$ cat src/rtl/note_pkg.sv
// Shared definitions for the note player: pitch table, special codes,
// controller states and the elaboration-time half-period helper.
package note_pkg;

    localparam int unsigned NOTE_REST  = 0;
    localparam int unsigned REF_OCTAVE = 4;

    // Reference-octave pitches C4..B4 in centi-hertz, indexed by note code.
    localparam int unsigned FREQ_CHZ [1:7] = '{26163, 29366, 32963, 34923,
                                               39200, 44000, 49388};

    typedef enum logic [1:0] {
        IDLE = 2'd0,
        TONE = 2'd1,
        GAP  = 2'd2
    } state_t;

    // Half-period in clock cycles of a reference-octave note:
    // clk / (2 * f) with f in centi-hertz gives clk * 50 / f_cHz.
    // Wide arithmetic so a 100 MHz clock times 50 does not overflow.
    function automatic logic [31:0] base_hp(input longint unsigned clk_hz,
                                            input int unsigned n);
        longint unsigned q;
        q = (clk_hz * 64'd50) / 64'(FREQ_CHZ[n]);
        return q[31:0];
    endfunction

endpackage

$ cat src/rtl/square_osc.sv
// Free-running square-wave phase generator. Counts half-periods while run
// is high; holds everything at zero while run is low so every note starts
// from a clean phase.
module square_osc (
    input  logic        clk,
    input  logic        rst_n,
    input  logic        run,
    input  logic [31:0] hp,
    output logic        phase,
    output logic        wrap
);

    logic [31:0] hp_cnt;

    // wrap marks the cycle whose closing edge flips the phase
    assign wrap = run && (hp_cnt == hp - 32'd1);

    // half-period counter and phase flip-flop
    always_ff @(posedge clk) begin
        if (!rst_n || !run) begin
            hp_cnt <= '0;
            phase  <= 1'b0;
        end else if (wrap) begin
            hp_cnt <= '0;
            phase  <= ~phase;
        end else begin
            hp_cnt <= hp_cnt + 32'd1;
        end
    end

endmodule

$ cat src/rtl/note_player.sv
// Square-wave note player: accepts one note/rest command at a time, plays it
// for a duration derived from full_ms and length, optionally follows it with
// a silent gap, and signals completion with a one-cycle done pulse.
module note_player
    import note_pkg::*;
#(
    parameter int unsigned CLK_HZ       = 100000000,
    parameter int unsigned OCTAVE_BITS  = 3,
    parameter int unsigned NOTE_BITS    = 3,
    parameter int unsigned LENGTH_BITS  = 3,
    parameter int unsigned FULL_MS_BITS = 12,
    parameter int unsigned GAP_CYCLES   = 0
) (
    input  logic                    clk,
    input  logic                    rst_n,
    input  logic                    in_valid,
    output logic                    in_ready,
    input  logic [OCTAVE_BITS-1:0]  octave,
    input  logic [NOTE_BITS-1:0]    note,
    input  logic [LENGTH_BITS-1:0]  length,
    input  logic [FULL_MS_BITS-1:0] full_ms,
    input  logic                    abort,
    output logic                    buzzer,
    output logic                    busy,
    output logic                    done
);

    localparam logic [39:0] CYC_PER_MS = 40'(CLK_HZ / 1000);
    localparam logic [OCTAVE_BITS-1:0] REF_OCT = OCTAVE_BITS'(REF_OCTAVE);
    localparam logic [39:0] GAP_LAST = (GAP_CYCLES == 0) ? 40'd0 : 40'(GAP_CYCLES - 1);

    // Entry 0 (rest) is never heard; it clamps to the minimum half-period.
    localparam logic [31:0] BASE [8] = '{32'd0,
                                         base_hp(64'(CLK_HZ), 1), base_hp(64'(CLK_HZ), 2),
                                         base_hp(64'(CLK_HZ), 3), base_hp(64'(CLK_HZ), 4),
                                         base_hp(64'(CLK_HZ), 5), base_hp(64'(CLK_HZ), 6),
                                         base_hp(64'(CLK_HZ), 7)};

    // A half-period below 2 cycles cannot form a square wave.
    function automatic logic [31:0] clamp_hp(input logic [31:0] v);
        return (v < 32'd2) ? 32'd2 : v;
    endfunction

    // Very short notes still occupy at least one cycle.
    function automatic logic [39:0] floor_dur(input logic [39:0] v);
        return (v == 40'd0) ? 40'd1 : v;
    endfunction

    state_t      state, state_nxt;
    logic [31:0] hp_raw, hp_q;
    logic [39:0] dur_raw, dur_q, cnt;
    logic        tone_q, accept, tone_end, gap_end, phase, wrap;

    assign accept   = in_valid && in_ready;
    assign tone_end = (cnt == dur_q - 40'd1);
    assign gap_end  = (cnt == GAP_LAST);
    assign busy     = !in_ready;

    // pitch and duration of the command currently presented
    always_comb begin
        hp_raw = BASE[3'(note)];
        if (octave < REF_OCT) begin
            hp_raw = hp_raw << (REF_OCT - octave);
        end else if (octave > REF_OCT) begin
            hp_raw = hp_raw >> (octave - REF_OCT);
        end
        dur_raw = (40'(full_ms) * CYC_PER_MS) >> length;
    end

    // controller state register
    always_ff @(posedge clk) begin
        if (!rst_n) begin
            state <= IDLE;
        end else begin
            state <= state_nxt;
        end
    end

    // next-state and handshake decode; abort only matters while busy
    always_comb begin
        state_nxt = state;
        in_ready  = 1'b0;
        case (state)
            IDLE: begin
                in_ready = 1'b1;
                if (in_valid) state_nxt = TONE;
            end
            TONE: begin
                if (abort) state_nxt = IDLE;
                else if (tone_end) state_nxt = (GAP_CYCLES == 0) ? IDLE : GAP;
            end
            GAP: begin
                if (abort || gap_end) state_nxt = IDLE;
            end
            default: state_nxt = IDLE;
        endcase
    end

    // command latch; held until the next accepted command
    always_ff @(posedge clk) begin
        if (accept) begin
            hp_q   <= clamp_hp(hp_raw);
            dur_q  <= floor_dur(dur_raw);
            tone_q <= (note != '0);
        end
    end

    // duration/gap counter, registered buzzer and done pulse
    always_ff @(posedge clk) begin
        if (!rst_n) begin
            cnt    <= '0;
            buzzer <= 1'b0;
            done   <= 1'b0;
        end else begin
            buzzer <= 1'b0;
            done   <= 1'b0;
            case (state)
                IDLE: begin
                    if (accept) cnt <= '0;
                end
                TONE: begin
                    if (abort) begin
                        cnt <= '0;
                    end else if (tone_end) begin
                        cnt  <= '0;
                        done <= (GAP_CYCLES == 0);
                    end else begin
                        cnt    <= cnt + 40'd1;
                        // next phase value, so the edge that flips the
                        // oscillator is also the edge the pin changes on
                        buzzer <= tone_q && (phase ^ wrap);
                    end
                end
                GAP: begin
                    if (abort) begin
                        cnt <= '0;
                    end else if (gap_end) begin
                        cnt  <= '0;
                        done <= 1'b1;
                    end else begin
                        cnt <= cnt + 40'd1;
                    end
                end
                default: cnt <= '0;
            endcase
        end
    end

    square_osc u_osc (
        .clk   (clk),
        .rst_n (rst_n),
        .run   (state == TONE),
        .hp    (hp_q),
        .phase (phase),
        .wrap  (wrap)
    );

endmodule
$ cat config.mk
export PLATFORM = sky130hd
export DESIGN_NAME = note_player
export DESIGN_NICKNAME = d
export VERILOG_FILES = /design/src/rtl/note_pkg.sv /design/src/rtl/square_osc.sv /design/src/rtl/note_player.sv
export SDC_FILE = /design/constraint.sdc
export NUM_CORES = 1
export LEC_CHECK = 0
export CAP_MARGIN = 20
export CORE_ASPECT_RATIO = 0.9
export CORE_UTILIZATION = 30
export CTS_BUF_LIST = sky130_fd_sc_hd__clkbuf_4
export DETAILED_ROUTE_END_ITERATION = 10
export PLACE_DENSITY_LB_ADDON = 0.3
export REMOVE_ABC_BUFFERS = 1
export SLEW_MARGIN = 20
export SYNTH_ARGS = -nofsm -noshare
export SYNTH_HDL_FRONTEND = slang
export SYNTH_SLANG_ARGS = --single-unit
$ cat constraint.sdc
create_clock -name clk -period 8.75 [get_ports clk]
set_clock_uncertainty 0.2 [all_clocks]
set_input_delay 0.875 -clock clk [delete_from_list [all_inputs] [get_ports clk]]
set_output_delay 0.875 -clock clk [all_outputs]
set_load 0.1 [all_outputs]
### I/O nets highlighted

The bar under the picture is 50 microns long.
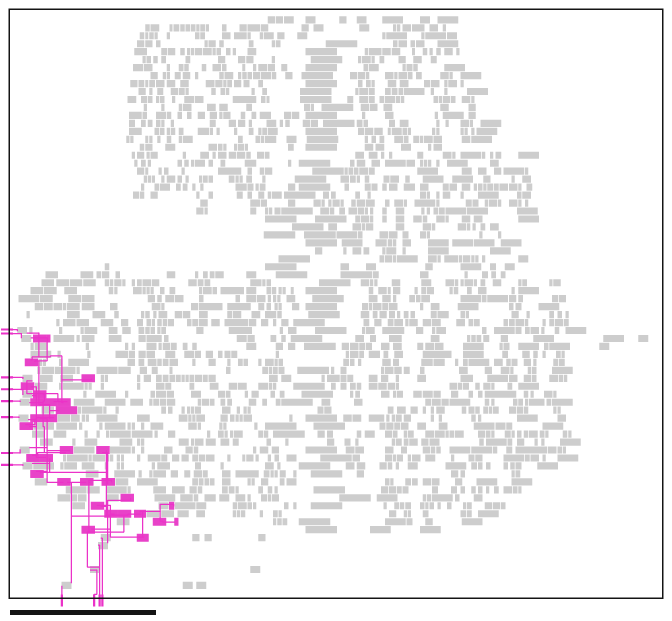
colour	port	bits	direction	edge	end cells	buffers	wire
magenta	full_ms	12	input	8 left, 4 bottom	31	12	627 microns

### Cell classes on the final placement

Fill, decap, tap and diode cells in grey.
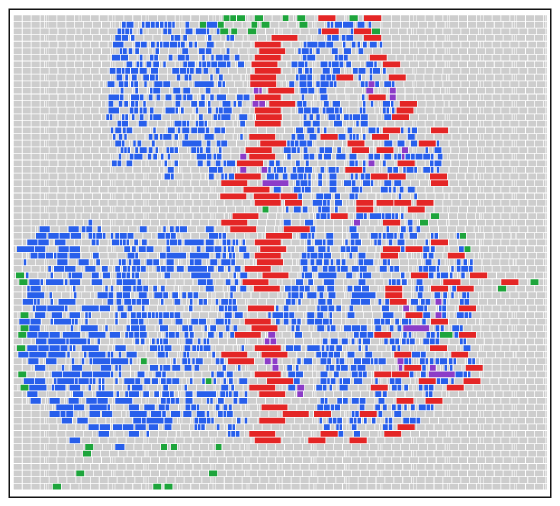
colour	class	cells	share of their area
green	other buffers and delay cells	44	3.0%
blue	combinational and other logic	1407	71%
red	flops	131	24%
purple	clock drivers and dummy loads	32	2.2%

### Cell outlines without signal wires

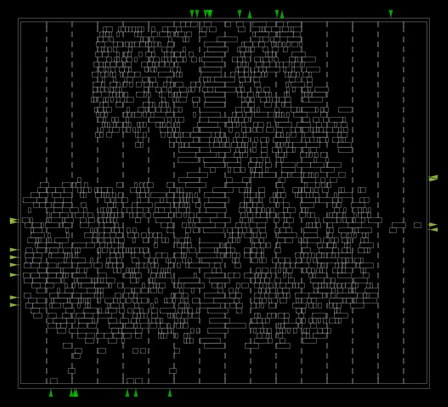
Core Region: 43100 sq um
flop count: 131

### Signal metal coverage by tile

22 x 20 tiles, from dark blue (low) to red (high), scaled to the fullest tile. Values are wire area over tile area, all layers added.
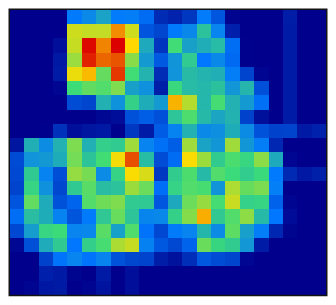
mean over tiles	0.12
emptiest ninth of the die	top right
fullest tile	0.51
nearly empty tiles	31%
tiles over half the peak	17%

## layout by cell type, fill, tap and decap left out, drive strengths merged, types with 16 or more instances in the layout
cell type / instances
xnor2: 62
inv: 99
nor2: 164
nor3: 45
o21ai: 95
edfxtp: 55
o211ai: 20
nor4: 26
a21oi: 81
fa: 28
and3: 21
ha: 92
mux2i: 31
xor2: 58
nand4: 29
or4: 19
clkdlybuf4s50: 28
or3: 25
clkbuf: 19
a21o: 30
nand3: 75
nand2: 145
dfxtp: 76
buf: 16
## state kept, by name (all words and copies together) (netlist names)
signal and count:
hp_q 25, u_osc.phase 1, state 1, buzzer 1, tone_q 1, cnt 40
u_osc.hp_cnt 32, dur_q 29, done 1
## area by class of cell
type                            count  area share [%]
Multi-Input combinational cell   1310            65.0
Sequential cell                   131            22.5
Tap cell                          555            4.91
Timing Repair Buffer               44            2.89
Inverter                           97            2.58
Clock inverter                     13            1.10
Clock buffer                       19            1.01
Antenna cell                        1          0.0177
## power breakdown
part / switching [mW] / leakage (nW) / internal, mW
logic: 0.997 / 4.04 / 0.656
clock network: 0.233 / 0.166 / 0.205
registers: 0.0787 / 1.15 / 0.719
total: 1.31 / 5.36 / 1.58
## logic make-up (layout without fill, tap and decap cells)
family | count (synthesis) | count (layout) | share of synthesized area [%]
AND/OR/NAND/NOR | 639 | 639 | 24.7
AND-OR/OR-AND | 379 | 379 | 19.3
buffers and inverters | 200 | 173 | 5.98
flip-flops | 131 | 131 | 24.1
adder cells (fa/ha/maj) | 121 | 121 | 13.1
XOR/XNOR | 120 | 120 | 8.00
multiplexers | 51 | 51 | 4.76
other | 0 | 1 | 0
## layer usage
layer / track usage (%) / share of wire [%]
met1: 23.0 / 50
met2: 25.0 / 44
met3: 1.87 / 4.1
met4: 4.58 / 1.6
met5: 0 / 0
## metrics by stage
step                cell area (sq um)  std cells  utilization (%)
floorplan                       12700       1538                -
global placement                13800       2136             32.1
detailed placement              13800       2136             32.1
CTS                             14100       2168             32.8
global route                    14100       2170             32.8
finish                          14100       2170             32.8
## worst max-delay path by stage
stage                     startpoint        to  slack (ps)  cells after the start
after floorplan           full_ms[3]  dur_q[0]        2060                     18
after global placement    full_ms[3]  dur_q[0]        1190                     19
after detailed placement  full_ms[3]  dur_q[0]         950                     19
after CTS                 full_ms[3]  dur_q[0]        1550                     19
after global routing      full_ms[3]  dur_q[0]        1090                     19
final                     full_ms[3]  dur_q[0]        1460                     19
## worst register-to-register path, stage by stage, from the launching register on
cell,delay (ps)
edfxtp_1,510
or4_1,710
nor3_2,780
a31oi_1,140
or4_1,550
nor4_1,400
nand4bb_1,200
o41ai_4,700
or2_1,190
buf_4,370
o21ai_1,150
a21o_1,200
==> CHANGELOG.md <==
### Physical design

- Status: finished, final reports clean
- Reg-to-reg slack, setup: 3560 ps
- Total die size: roughly 45000 sq um
- R2r endpoint: cnt[39]
- Most area-hungry cell type in the Yosys netlist: edfxtp_1
- Fin crit period: between 7000 and 8000 ps
- Setup Viol. Count Final: 0
- Max-area cell share: roughly an eighth
- Post-DRT Antenna Nets: 0
- Die Y: between 200 and 250 microns
- Top-count cell post-synth: nor2_1
- Critical path arrival: 7450 ps
- Commonest flop: dfxtp_1
- Setup tns final: 0 ps
- Hold_ws: ~300 ps
- Detail-routed via count per cell: between 5 and 6
- FP Rows: around 70
- Filler Cells Inserted: 4559
- CTS tree: done
- Slew @ Worst Pin: between 1000 and 1500 ps
- Top cells by count: nor2_1, nand2_1, inv_1
- OpenROAD warnings: 29
- FFs w/ async S/R, synth: 0%
- Top delay family on crit path: adder cells
- Tot Pwr: between 2 and 3 mW
- CTS resizes: 0
- Area grow syn2layout: 7.52%
- EDFF count, synth: ~55
- I/O pins: 29
- Max_slew headroom: a little over 30%
- Num CTS Buffers: 17
- Hold path cells: 1
- Vias: approximately 12000
- PwrDens: just over 200 nW/um^2
- HP Class: reg -> reg
- Post-CTS Hold Fix Bufs: 0
- Total length of routed wires: approximately 36000 microns
- GRT Util Overall: 16.0%
- Detailed-route DRC error count: 0
- FF/Latch Area: 3170 sq um
- FF-to-FF Start: dur_q[3]
- Top cells by area: edfxtp_1, dfxtp_1, ha_1, nor2_1, fa_1
- Post-synth seq share: approximately a quarter
- Crit path cell chain: clkdlybuf4s50_1, ha_1, ha_1, inv_1, fa_1, inv_1, fa_1, fa_1, ha_1, and2_0, a2111oi_2, nor3_1, or2_2, o311ai_0, a21bo_2, a2111oi_0, nand4_1, or4_1, o41ai_1
- Fin nets: 1746
- Mapped Cells: roughly 1600
- Routed WL per cell: ~16 microns
- Area of the multi-input gates: between 9000 and 10000 sq um
- Placer Congestion: about 0.87
- Yosys stat area: about 13000 sq um
- CP peak stage delay: ~570 ps
- Cell Area, Synth: 13100 sq um
- Worst path buffer plus inverter count: 3
- Critical path capture point type: register
- Global-route wire length before repair: a little under 60000 microns
- Yosys cell count: approximately 1600
- Startpoint types: primary input
- Setup ws final: 1460 ps
- Pins over their slew limit: 0
- Critical Path RT: around 9000 ps
- Hold Crit Start: u_osc.hp_cnt[0]
- Syn Area/Cell: about 8 sq um
- Congestion Overflow GR: 0
- Hold Fails Final Rpt: 0
- CTS clk-pin slew, worst paths: approximately 110 ps
- Leak Pwr: roughly 5.4 nW
- Fp util: 30.5%
- CTS Root Cell: clkbuf_4
- Synthesized registers: 131
- Warnings, synthesis: 0
- Initial antenna violation count: 1
- Late-Pin Clk Latency: roughly 570 ps
- Max Cap Violations: 0
- Clk buf depth: 2
- Share of layout cells above drive strength 1: around 5.5%
- Achievable Freq: 0.137 GHz
- Vias in the first global route: about 11000
- Maximum vdd drop: 93.2 uV
- RSZ-0062 raised after global routing: false
- Buffers on Ports: 28
Power figures rest on the tool's default switching activity, not on a simulated workload.
